## src/rtl/uart_frame_bit_counter.sv

```systemverilog
// UART frame bit-time counter: start, 5..MAX_DATA_BITS data, optional parity, 1/2 stop bits.
// Optional sticky btu-after-done flag enabled by the UART_BITCNT_OVERRUN_EN macro.
`timescale 1ns/1ps

module uart_frame_bit_counter #(
    parameter int MAX_DATA_BITS = 8,
    parameter int CNT_W         = 4
) (
    input  logic             clk,
    input  logic             reset_n,
    input  logic             doit,
    input  logic             btu,
    input  logic [3:0]       data_bits,
    input  logic             parity_en,
    input  logic             stop2,
    output logic [CNT_W-1:0] count,
    output logic [3:0]       bit_idx,
    output logic [2:0]       phase,
    output logic             done,
    output logic             done_pulse,
    output logic             overrun
);

    typedef enum logic [1:0] {
        S_IDLE = 2'd0,
        S_RUN  = 2'd1,
        S_DONE = 2'd2
    } state_t;

    typedef enum logic [2:0] {
        PH_IDLE   = 3'd0,
        PH_START  = 3'd1,
        PH_DATA   = 3'd2,
        PH_PARITY = 3'd3,
        PH_STOP   = 3'd4,
        PH_DONE   = 3'd5
    } phase_t;

    localparam int         MAX_LEN = MAX_DATA_BITS + 4;
    localparam logic [3:0] MAX_D   = 4'(MAX_DATA_BITS);
    localparam logic [3:0] MIN_D   = 4'd5;

    generate
        if (MAX_LEN > (2 ** CNT_W) - 1) begin : g_len_chk
            $error("uart_frame_bit_counter: CNT_W too narrow for MAX_DATA_BITS");
        end
        if (MAX_DATA_BITS < 5 || MAX_DATA_BITS > 15) begin : g_maxd_chk
            $error("uart_frame_bit_counter: MAX_DATA_BITS must be in 5..15");
        end
    endgenerate

    state_t           state_q, state_d;
    logic [CNT_W-1:0] count_q, count_d;
    logic [3:0]       dbits_q, dbits_d;
    logic             par_q, par_d;
    logic [CNT_W-1:0] len_q, len_d;
    logic             done_pulse_q, done_pulse_d;

    logic [3:0]       dbits_clamp;
    logic [CNT_W-1:0] len_start;
    logic [CNT_W-1:0] count_inc;

    always_comb begin
        dbits_clamp = data_bits;
        if (data_bits < MIN_D) begin
            dbits_clamp = MIN_D;
        end else if (data_bits > MAX_D) begin
            dbits_clamp = MAX_D;
        end
    end

    // Frame length in bit-times: start + data + parity + stop(s).
    assign len_start = CNT_W'(1) + CNT_W'(dbits_clamp) + CNT_W'(parity_en)
                     + (stop2 ? CNT_W'(2) : CNT_W'(1));
    assign count_inc = count_q + CNT_W'(1);

    always_comb begin
        state_d      = state_q;
        count_d      = count_q;
        dbits_d      = dbits_q;
        par_d        = par_q;
        len_d        = len_q;
        done_pulse_d = 1'b0;
        if (!doit) begin
            state_d = S_IDLE;
            count_d = '0;
        end else begin
            case (state_q)
                S_IDLE: begin
                    // A btu arriving with the doit rise is deliberately dropped.
                    state_d = S_RUN;
                    count_d = '0;
                    dbits_d = dbits_clamp;
                    par_d   = parity_en;
                    len_d   = len_start;
                end
                S_RUN: begin
                    if (btu) begin
                        count_d = count_inc;
                        if (count_inc == len_q) begin
                            state_d      = S_DONE;
                            done_pulse_d = 1'b1;
                        end
                    end
                end
                S_DONE: begin
                    count_d = count_q;
                end
                default: begin
                    state_d = S_IDLE;
                    count_d = '0;
                end
            endcase
        end
    end

    always_ff @(posedge clk or negedge reset_n) begin
        if (!reset_n) begin
            state_q      <= S_IDLE;
            count_q      <= '0;
            dbits_q      <= MIN_D;
            par_q        <= 1'b0;
            len_q        <= '0;
            done_pulse_q <= 1'b0;
        end else begin
            state_q      <= state_d;
            count_q      <= count_d;
            dbits_q      <= dbits_d;
            par_q        <= par_d;
            len_q        <= len_d;
            done_pulse_q <= done_pulse_d;
        end
    end

`ifdef UART_BITCNT_OVERRUN_EN
    logic overrun_q, overrun_d;

    assign overrun_d = doit && (overrun_q || (state_q == S_DONE && btu));

    always_ff @(posedge clk or negedge reset_n) begin
        if (!reset_n) begin
            overrun_q <= 1'b0;
        end else begin
            overrun_q <= overrun_d;
        end
    end

    assign overrun = overrun_q;
`else
    assign overrun = 1'b0;
`endif

    phase_t           phase_w;
    logic [CNT_W-1:0] idx_w;

    // Phase is decoded from the registered count so it tracks count with no extra delay.
    always_comb begin
        phase_w = PH_IDLE;
        idx_w   = '0;
        case (state_q)
            S_RUN: begin
                if (count_q == '0) begin
                    phase_w = PH_START;
                end else if (count_q <= CNT_W'(dbits_q)) begin
                    phase_w = PH_DATA;
                    idx_w   = count_q - CNT_W'(1);
                end else if (par_q && (count_q == CNT_W'(dbits_q) + CNT_W'(1))) begin
                    phase_w = PH_PARITY;
                end else begin
                    phase_w = PH_STOP;
                end
            end
            S_DONE:  phase_w = PH_DONE;
            default: phase_w = PH_IDLE;
        endcase
    end

    assign count      = count_q;
    assign bit_idx    = idx_w[3:0];
    assign phase      = phase_w;
    assign done       = (state_q == S_DONE);
    assign done_pulse = done_pulse_q;

endmodule

```

## config.mk

```make
export PLATFORM = sky130hd
export DESIGN_NAME = uart_frame_bit_counter
export DESIGN_NICKNAME = d
export VERILOG_FILES = /design/src/rtl/uart_frame_bit_counter.sv
export SDC_FILE = /design/constraint.sdc
export NUM_CORES = 1
export LEC_CHECK = 0
export CAP_MARGIN = 20
export CELL_PAD_IN_SITES_DETAIL_PLACEMENT = 1
export CELL_PAD_IN_SITES_GLOBAL_PLACEMENT = 2
export CORE_ASPECT_RATIO = 1.75
export CORE_MARGIN = 2
export CORE_UTILIZATION = 28
export CTS_CLUSTER_SIZE = 24
export DETAILED_ROUTE_END_ITERATION = 12
export PLACE_DENSITY_LB_ADDON = 0.05
export SYNTH_ARGS = -nofsm -noshare
export SYNTH_HDL_FRONTEND = slang
export SYNTH_SLANG_ARGS = --single-unit
```

## constraint.sdc

```tcl
create_clock -name clk -period 2.2 [get_ports clk]
set_input_delay 0.66 -clock clk [delete_from_list [all_inputs] [get_ports clk]]
set_output_delay 0.66 -clock clk [all_outputs]
set_load 0.005 [all_outputs]
```

run_1/cell_classes.png
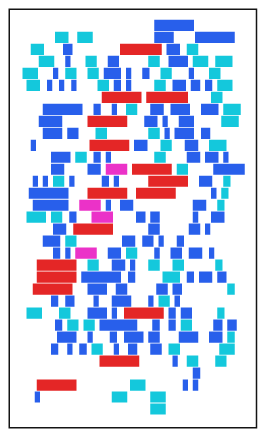
cyan -> other buffers and delay cells  # cells 60
red -> flip-flops  # cells 16
magenta -> clock drivers and dummy loads  # cells 4
blue -> all other logic  # cells 126
Seq area share: 0.2025
Core Area: 0.004583 mm²

run_1/clock_map.png
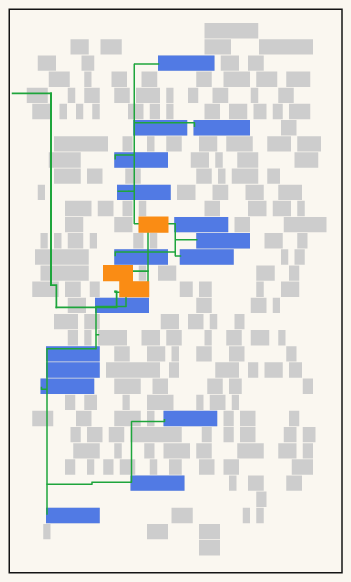
orange -> cells driving clock nets  # count 3
green -> clock wires  # length 240 µm
blue -> flip-flops  # count 16
routed clock nets = 4
Latency at later pin: 0.24 ns
Clock Power Share: 0.144
Clock net power: 0.000256 W
post-route clock skew: 0.001827 ns

==> out/qor.csv, run 1 <==
metric,value,unit
status,finished with violations,
failing checks,setup timing,
part of the power in registers,0.262,
num rows,33,
vias in the first global route,1378,
GP Congestion,0.7472,
crit path launch type,register,
total grt overflow,0,
xor+xnor area frac,0.1048,
area grow syn2layout,51.43,%
"Buf+Inv Stages, Crit Path",3,
CTS tree,yes,
total number of vias,1211,
Worst R2R Setup Slack,0.33,ns
switching part of the total,0.3702,
adder share,0.1676,
Top Consumer,combinational cells,
antenna-violating nets left,0,
met2 routed WL,2.213,mm
"Top cell by count, worst path",o21ai_2,
FF+latch count,16,
crit-path max cell delay,0.54,ns
CTS root buf,clkbuf_8,
largest net degree at the start of global routing,18,
most frequent cells after synthesis,"nand2_1 (17), ha_1 (16), dfrtp_1 (14)",
Placed Cells,244,
post-synth net total,176,
DRT met1 WL,1.385,mm
hold crit path type,reg -> reg,
Clock Buffer Count,4,
top post-synthesis cells by area,"dfrtp_1 (27%), ha_1 (15%), xnor2_1 (6.0%)",
VDD IR max,0.4645,mV
Inverters,13,
met3 usage,0.02055,
power per cell area,896.8,mW/mm²
initial antenna violation count,0,
area fraction in compound gates,0.1181,
bufs w/o clock,60,
"area leader, netlist",dfrtp_1,
min cycle time layout,2.643,ns
Leakage Power,0.9389,nW
Num CTS Buffers,3,
Critical R2R Capture,state_q[1],
fin worst setup slack,-0.4433,ns
count of library flops with an enable pin,0,
clk slew on worst S/H paths,0.06,ns
synthesized instance count,149,
Clock buf/inv share,0.02767,
Synth Cell Area,0.001314,mm²
WHS,0.4972,ns
Storage cell area,402.9,µm²
R2R depth,8,
DP Worst Slack,-0.5653,ns
logic share of the area,0.4673,
met2 Usage GRT,0.3264,
H-tree Lvls,1,
fmax,378.3,MHz
post-synth top area share,0.2667,
crit path cell chain,inv_2 > ha_4 > and2_4 > o21ai_2 > a32o_2 > buf_6 > o21ai_2 > and3b_1 > buf_2,
Synth Area in Simple Gates,0.2000,
most common cell in the netlist,nand2_1,
Final Hold Viols,0,
setup bufs post-CTS,9,
clock sink total,16,
sequential fraction of the synthesis area,0.3067,
Max Used Layer,met4,
internal power,0.001124,W
logic gate share of total power,0.594,
sequential power,0.000468,W
placed cell area,0.001749,mm²
Logic family by area,simple AND/OR/NAND/NOR gates,
CP Capture Type,primary output,
tap cells,52,
most used flip-flop cell,dfrtp_1,
Crit Path Class,reg -> out,
post-layout util,0.4341,
ys async rst share,1.000,
setup TNS,-2.490,ns
worst setup path startpoint,dbits_q[2],
Slew Limit Fails,0,
fill count,552,
Critical Path RT,1.54,ns
Hold EP,par_q,
Bufs on Longest Clock Path,2,
MUX area fraction,0.01714,
critical path depth in cells,9,
Crit-path slowest cell,dfstp_2,
"Avg Cell Area, Syn",8.817,µm²
vias per inst,4.694,
ys cells,149,
CP Max Fanout,3,
diode count,0,
DRC violations left,0,
half-perimeter wire length after placement,3.045,mm
Net Switching,0.0006605,W
Total Power,0.001784,W
power of the combinational group,0.00106,W
met1 usage in global routing,0.1443,
max-cap violations,0,
logic area,929.6,µm²
largest class,combinational gates,
Unique masters post-synth,38,
first-pass GRT wire length,6.410,mm
drt first pass iters,4,
r2r startpoint,count[1],
layout cells sized above 1,0.4029,
RSZ-0062 raised after global routing,yes,
met3 routed wirelength,97,µm
Yosys chip area,0.001314,mm²
Post-Layout Inst Area,0.001989,mm²
Hold Path Depth,2,
# nets final,234,
"Hold-fix buffers, CTS",0,
Synth warnings,0,
worst hold start,par_q,
critical path's top delay family,flip-flops,
non-clk buf share,0.2453,
Iteration-0 DRC Markers,25,
critical path arrival,1.98,ns
Finish-stage setup viols,7,
Tcrit/Tclk final,1.201,
Top Layout Cells,"buf_4 (33), nand2_1 (16), dfrtp_1 (14)",
run_1/pins.png
Pins as bars across the die edge, other pins in grey.
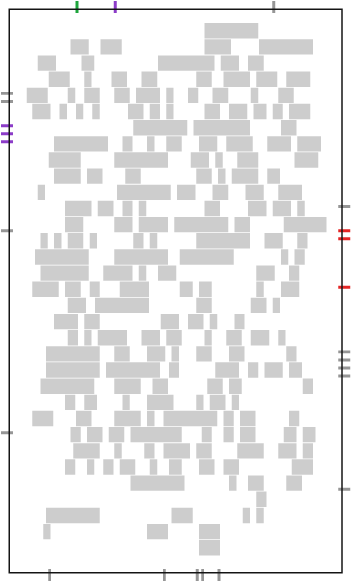
red -> phase  # pins 3, direction output, edge east
green -> parity_en  # pins 1, direction input, edge north
purple -> data_bits  # pins 4, direction input, edge 3 west, 1 north
Die Y: 94.62 µm
Port Buffers: 22
Die Width: 55.78 µm

run_1/metal_stack.png
Only two layers are drawn.
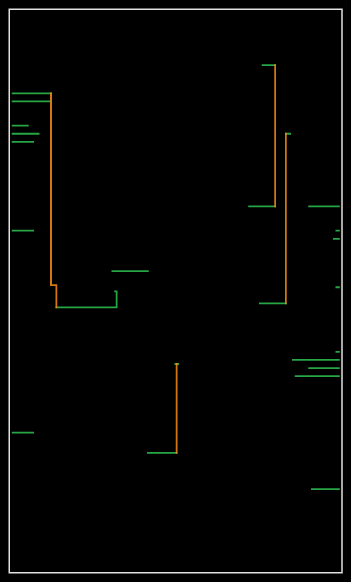
orange -> met4  # wire length 104 µm
green -> met3  # wire length 97.3 µm
Final Routed Wirelength: 3.800 mm
wire length per cell: 14.73 µm

==> run 1 -> run 2 <==
--- a/config.mk
+++ b/config.mk
@@ -6,12 +6,10 @@
 export NUM_CORES = 1
 export LEC_CHECK = 0
 export CAP_MARGIN = 20
-export CELL_PAD_IN_SITES_DETAIL_PLACEMENT = 1
-export CELL_PAD_IN_SITES_GLOBAL_PLACEMENT = 2
 export CORE_ASPECT_RATIO = 1.75
 export CORE_MARGIN = 2
-export CORE_UTILIZATION = 28
-export CTS_CLUSTER_SIZE = 24
+export CORE_UTILIZATION = 35
+export CTS_CLUSTER_SIZE = 40
 export DETAILED_ROUTE_END_ITERATION = 12
 export PLACE_DENSITY_LB_ADDON = 0.05
 export SYNTH_ARGS = -nofsm -noshare
==> run 2 against run 1 <==
Against the previous run:
- the run still ends with setup timing left
- design area is 0.31% higher
- clock skew barely moved
- first-iteration DRC count down 56%
- utilization rose by 12 points
- cell count decreased by 1.9%
- non-clock buffer count up 1
- synthesized cell count is the same
- sequential power about the same
==> out/qor.csv, run 2 <==
metric,value,unit
Total Power,0.001833,W
CP Max Fanout,2,
Final Hold Viols,0,
DP Worst Slack,-0.5700,ns
fmax,377.9,MHz
adder share,0.1676,
logic share of the area,0.4677,
count of library flops with an enable pin,0,
MI comb cells,113,
critical path depth in cells,9,
ys async rst share,1.000,
Bufs on Longest Clock Path,2,
max-cap violations,0,
R2R depth,9,
fp util,0.3621,
total grt overflow,0,
Synth Cell Area,0.001314,mm²
met2 routed WL,1.937,mm
part of the power in registers,0.256,
bufs w/o clock,61,
first-pass GRT wire length,5.616,mm
diode count,0,
post-synth top area share,0.2667,
Synth warnings,0,
MUX area fraction,0.01714,
largest class,combinational gates,
internal power,0.001159,W
"Buf+Inv Stages, Crit Path",3,
worst hold start,par_q,
clk slew on worst S/H paths,0.07,ns
Top cell excl fill/tap,buf_4,
synthesized instance count,149,
area grow syn2layout,51.90,%
Storage cell area,402.9,µm²
tool warnings,32,
Placed Cells,240,
critical path's top delay family,flip-flops,
# IOs,24,
crit path cell chain,inv_2 > ha_4 > and2_4 > o21ai_2 > a32o_2 > buf_6 > o21ai_2 > and3b_1 > buf_2,
power of the combinational group,0.00110,W
sequential fraction of the synthesis area,0.3067,
Top Layout Cells,"buf_4 (34), nand2_1 (16), dfrtp_1 (14)",
GP Congestion,0.8037,
worst setup path startpoint,dbits_q[2],
post-synth net total,176,
vias per inst,4.783,
Clock buf/inv share,0.02759,
Port Buffers,22,
placed cell area,0.001757,mm²
Net Switching,0.0006734,W
Core Area,0.003628,mm²
met1 usage in global routing,0.1765,
most common cell in the netlist,nand2_1,
H-tree Lvls,1,
setup bufs post-CTS,7,
WHS,0.5038,ns
Latency at later pin,0.25,ns
"Top cell by count, worst path",o21ai_2,
post-layout util,0.5500,
xor+xnor area frac,0.1048,
failing checks,setup timing,
DRC violations left,0,
most frequent cells after synthesis,"nand2_1 (17), ha_1 (16), dfrtp_1 (14)",
Logic family by area,simple AND/OR/NAND/NOR gates,
FF+latch count,16,
Inverters,13,
Synth flops,16,
Hold Path Depth,2,
Hold EP,par_q,
largest net degree at the start of global routing,18,
Crit Path Class,reg -> out,
DRT met1 WL,1.320,mm
non-clk buf share,0.2495,
Leakage Power,0.9642,nW
Finish-stage setup viols,7,
switching part of the total,0.3674,
Clock net power,0.000266,W
hold crit path type,reg -> reg,
RSZ-0062 raised after global routing,yes,
Unique masters post-synth,38,
Clock Power Share,0.145,
half-perimeter wire length after placement,2.582,mm
clock sink total,16,
Post-Layout Inst Area,0.001996,mm²
Critical Path RT,1.54,ns
crit path launch type,register,
met3 routed wirelength,77,µm
Top Consumer,combinational cells,
ys cells,149,
fin worst setup slack,-0.4465,ns
Clock Buffer Count,4,
r2r startpoint,count[1],
Seq area share,0.2019,
drt first pass iters,4,
VDD IR max,0.5183,mV
CTS tree,yes,
Num CTS Buffers,3,
critical path arrival,1.99,ns
area fraction in compound gates,0.1181,
antenna-violating nets left,0,
sequential power,0.000469,W
# nets final,235,
power per cell area,918.4,mW/mm²
Iteration-0 DRC Markers,11,
Yosys chip area,0.001314,mm²
fill count,364,
"Hold-fix buffers, CTS",0,
min cycle time layout,2.647,ns
setup TNS,-2.479,ns
Tcrit/Tclk final,1.203,
CTS root buf,clkbuf_8,
"Avg Cell Area, Syn",8.817,µm²
vias in the first global route,1263,
logic area,933.4,µm²
tap cells,46,
Synth Area in Simple Gates,0.2000,
most used flip-flop cell,dfrtp_1,
crit-path max cell delay,0.54,ns
num rows,29,
CTS-repair resized insts,51,
post-route clock skew,0.002114,ns
final non-filler cell total,253,
initial antenna violation count,0,
Critical R2R Capture,state_q[1],
"area leader, netlist",dfrtp_1,
Slew Limit Fails,0,
status,finished with violations,
Crit-path slowest cell,dfstp_2,
top post-synthesis cells by area,"dfrtp_1 (27%), ha_1 (15%), xnor2_1 (6.0%)",
Die Area,0.004279,mm²
CP endpoint,phase[0],
layout cells sized above 1,0.4010,
Max Used Layer,met4,
met2 Usage GRT,0.3278,
logic gate share of total power,0.599,
Worst R2R Setup Slack,0.31,ns
CP Capture Type,primary output,
run_2/metal_stack.png
Only two layers are drawn.
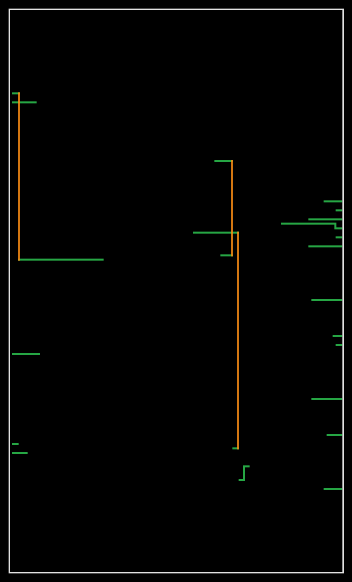
green -> met3  # wire length 77.0 µm
orange -> met4  # wire length 72.1 µm
Final Routed Wirelength: 3.406 mm
GRT Util Overall: 0.1703
total number of vias: 1210
wire length per cell: 13.46 µm

run_2/final_congestion.png
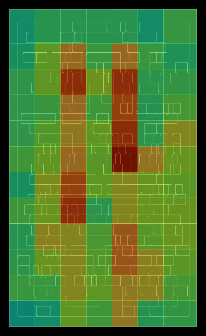
busiest grt layer: met2
met3 usage: 0.01761

run_2/pins.png
Pins as bars across the die edge, other pins in grey.
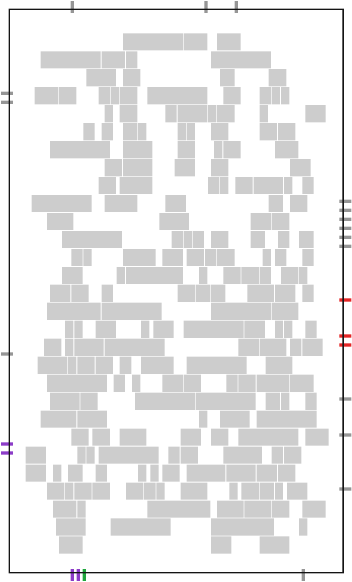
red -> phase  # pins 3, direction output, edge east
purple -> data_bits  # pins 4, direction input, edge 2 south, 2 west
green -> parity_en  # pins 1, direction input, edge south
all pins by edge = 12 east, 5 west, 4 south, 3 north
Die Width: 50.32 µm
Die Y: 85.05 µm

==> run 2 -> run 3 <==
--- a/config.mk
+++ b/config.mk
@@ -11,7 +11,7 @@
 export CORE_UTILIZATION = 35
 export CTS_CLUSTER_SIZE = 40
 export DETAILED_ROUTE_END_ITERATION = 12
-export PLACE_DENSITY_LB_ADDON = 0.05
+export PLACE_DENSITY = 0.58
 export SYNTH_ARGS = -nofsm -noshare
 export SYNTH_HDL_FRONTEND = slang
 export SYNTH_SLANG_ARGS = --single-unit
==> run 3 against run 2 <==
Against the previous run:
- the run still ends with setup timing left
- area after synthesis unchanged
- critical endpoint is now phase[2]
- clock-buffer cell count stayed put
- first-iteration DRC count increased by 140%
- sequential power about the same
- highest routed layer unchanged
- sequential share of layout area fell by 0.19 points
- synthesized cell count is the same
- critical path type unchanged
==> out/qor.csv, run 3 <==
metric,value,unit
status,finished with violations,
failing checks,setup timing,
Die Area,0.004279,mm²
part of the power in registers,0.260,
# nets final,233,
internal power,0.001142,W
DRT met1 WL,1.317,mm
Crit-path slowest cell,dfstp_2,
met3 routed wirelength,76,µm
half-perimeter wire length after placement,2.454,mm
Finish-stage setup viols,7,
diode count,0,
VDD IR max,0.4383,mV
Leakage Power,0.9800,nW
antenna-violating nets left,0,
GP Congestion,0.8224,
setup bufs post-CTS,5,
Hold Path Depth,2,
fmax,379.0,MHz
MUX area fraction,0.01714,
fill count,338,
CP Capture Type,primary output,
DRC violations left,0,
MI comb cells,113,
Final Hold Viols,0,
FF+latch count,16,
vias in the first global route,1202,
Hold EP,par_q,
met1 usage in global routing,0.1665,
busiest grt layer,met2,
Logic family by area,simple AND/OR/NAND/NOR gates,
Synth flops,16,
critical path's top delay family,flip-flops,
power of the combinational group,0.00107,W
drt first pass iters,4,
Total Power,0.001797,W
crit path cell chain,inv_2 > ha_4 > and2_4 > o21ai_2 > a32o_2 > buf_6 > nand2b_4 > o21ai_2 > buf_2,
"Top cell by count, worst path",o21ai_2,
largest class,combinational gates,
Top cell excl fill/tap,buf_4,
CP endpoint,phase[2],
Unique masters post-synth,38,
non-clk buf share,0.2421,
met3 usage,0.01585,
logic share of the area,0.4780,
critical path arrival,1.98,ns
adder share,0.1676,
most frequent cells after synthesis,"nand2_1 (17), ha_1 (16), dfrtp_1 (14)",
Latency at later pin,0.24,ns
sequential power,0.000468,W
# IOs,24,
Synth Cell Area,0.001314,mm²
Synth warnings,0,
r2r startpoint,count[1],
initial antenna violation count,0,
Num CTS Buffers,3,
CTS-repair resized insts,58,
hold crit path type,reg -> reg,
most common cell in the netlist,nand2_1,
Die Y,85.05,µm
post-synth top area share,0.2667,
CTS tree,yes,
CP Max Fanout,2,
logic gate share of total power,0.596,
Worst R2R Setup Slack,0.27,ns
Bufs on Longest Clock Path,2,
Iteration-0 DRC Markers,26,
Clock Power Share,0.144,
logic area,965.9,µm²
vias per inst,4.649,
Synth Area in Simple Gates,0.2000,
total grt overflow,0,
fin worst setup slack,-0.4385,ns
"Buf+Inv Stages, Crit Path",3,
layout cells sized above 1,0.4293,
top post-synthesis cells by area,"dfrtp_1 (27%), ha_1 (15%), xnor2_1 (6.0%)",
switching part of the total,0.3646,
RSZ-0062 raised after global routing,yes,
clk slew on worst S/H paths,0.06,ns
H-tree Lvls,1,
Top Consumer,combinational cells,
area grow syn2layout,53.81,%
Tcrit/Tclk final,1.199,
post-synth net total,176,
WHS,0.4911,ns
sequential fraction of the synthesis area,0.3067,
Clock buf/inv share,0.02724,
Top Layout Cells,"buf_4 (32), nand2_1 (15), dfrtp_1 (13)",
Critical Path RT,1.54,ns
ys async rst share,1.000,
met2 Usage GRT,0.3134,
Slew Limit Fails,0,
crit-path max cell delay,0.54,ns
critical path depth in cells,9,
worst hold start,par_q,
bufs w/o clock,59,
most used flip-flop cell,dfrtp_1,
xor+xnor area frac,0.1048,
Inverters,13,
met2 routed WL,1.954,mm
tool warnings,32,
min cycle time layout,2.639,ns
first-pass GRT wire length,5.319,mm
clock sink total,16,
tap cells,46,
Yosys chip area,0.001314,mm²
final non-filler cell total,251,
"Hold-fix buffers, CTS",0,
Die Width,50.32,µm
area fraction in compound gates,0.1181,
largest net degree at the start of global routing,18,
Clock Buffer Count,4,
"area leader, netlist",dfrtp_1,
max-cap violations,0,
synthesized instance count,149,
count of library flops with an enable pin,0,
worst setup path startpoint,dbits_q[2],
"Avg Cell Area, Syn",8.817,µm²
Placed Cells,236,
R2R depth,9,
Critical R2R Capture,state_q[1],
CTS root buf,clkbuf_8,
fp util,0.3621,
power per cell area,889.3,mW/mm²
Crit Path Class,reg -> out,
setup TNS,-2.397,ns
ys cells,149,
Max Used Layer,met4,
crit path launch type,register,
Port Buffers,22,
Post-Layout Inst Area,0.002021,mm²
run_3/clock_map.png
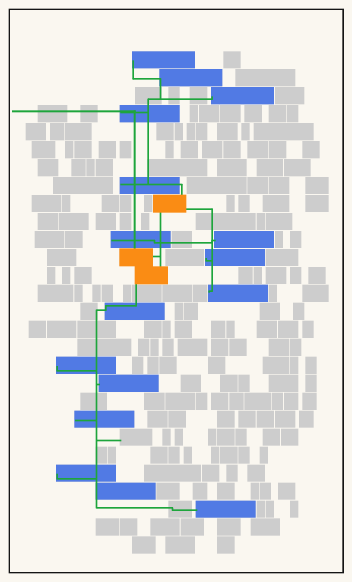
post-route clock skew: 0.0008485 ns
Clock net power: 0.000258 W

run_3/metal_stack.png
Only two layers are drawn.
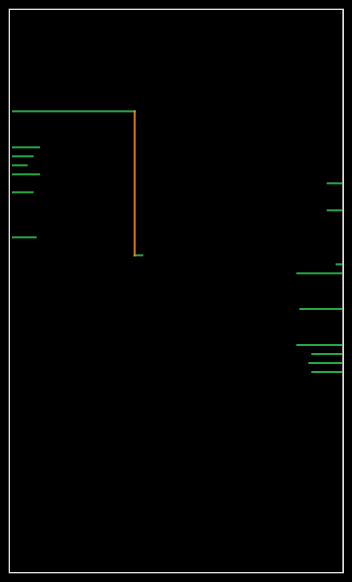
green -> met3  # wire length 76.8 µm
orange -> met4  # wire length 21.8 µm
wire length per cell: 13.43 µm
total number of vias: 1167
GRT Util Overall: 0.1595
Final Routed Wirelength: 3.370 mm

run_3/cell_classes.png
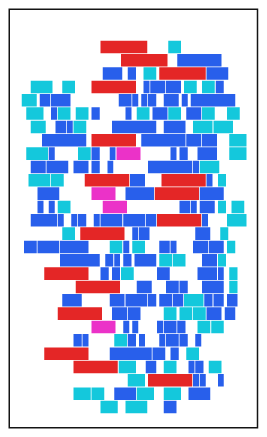
magenta -> clock drivers and dummy loads  # cells 4
red -> flip-flops  # cells 16
blue -> all other logic  # cells 126
cyan -> other buffers and delay cells  # cells 59
Core Area: 0.003628 mm²
num rows: 29
Seq area share: 0.2000
post-layout util: 0.5569

No activity file was given, so power comes from the tool's default toggle rates.
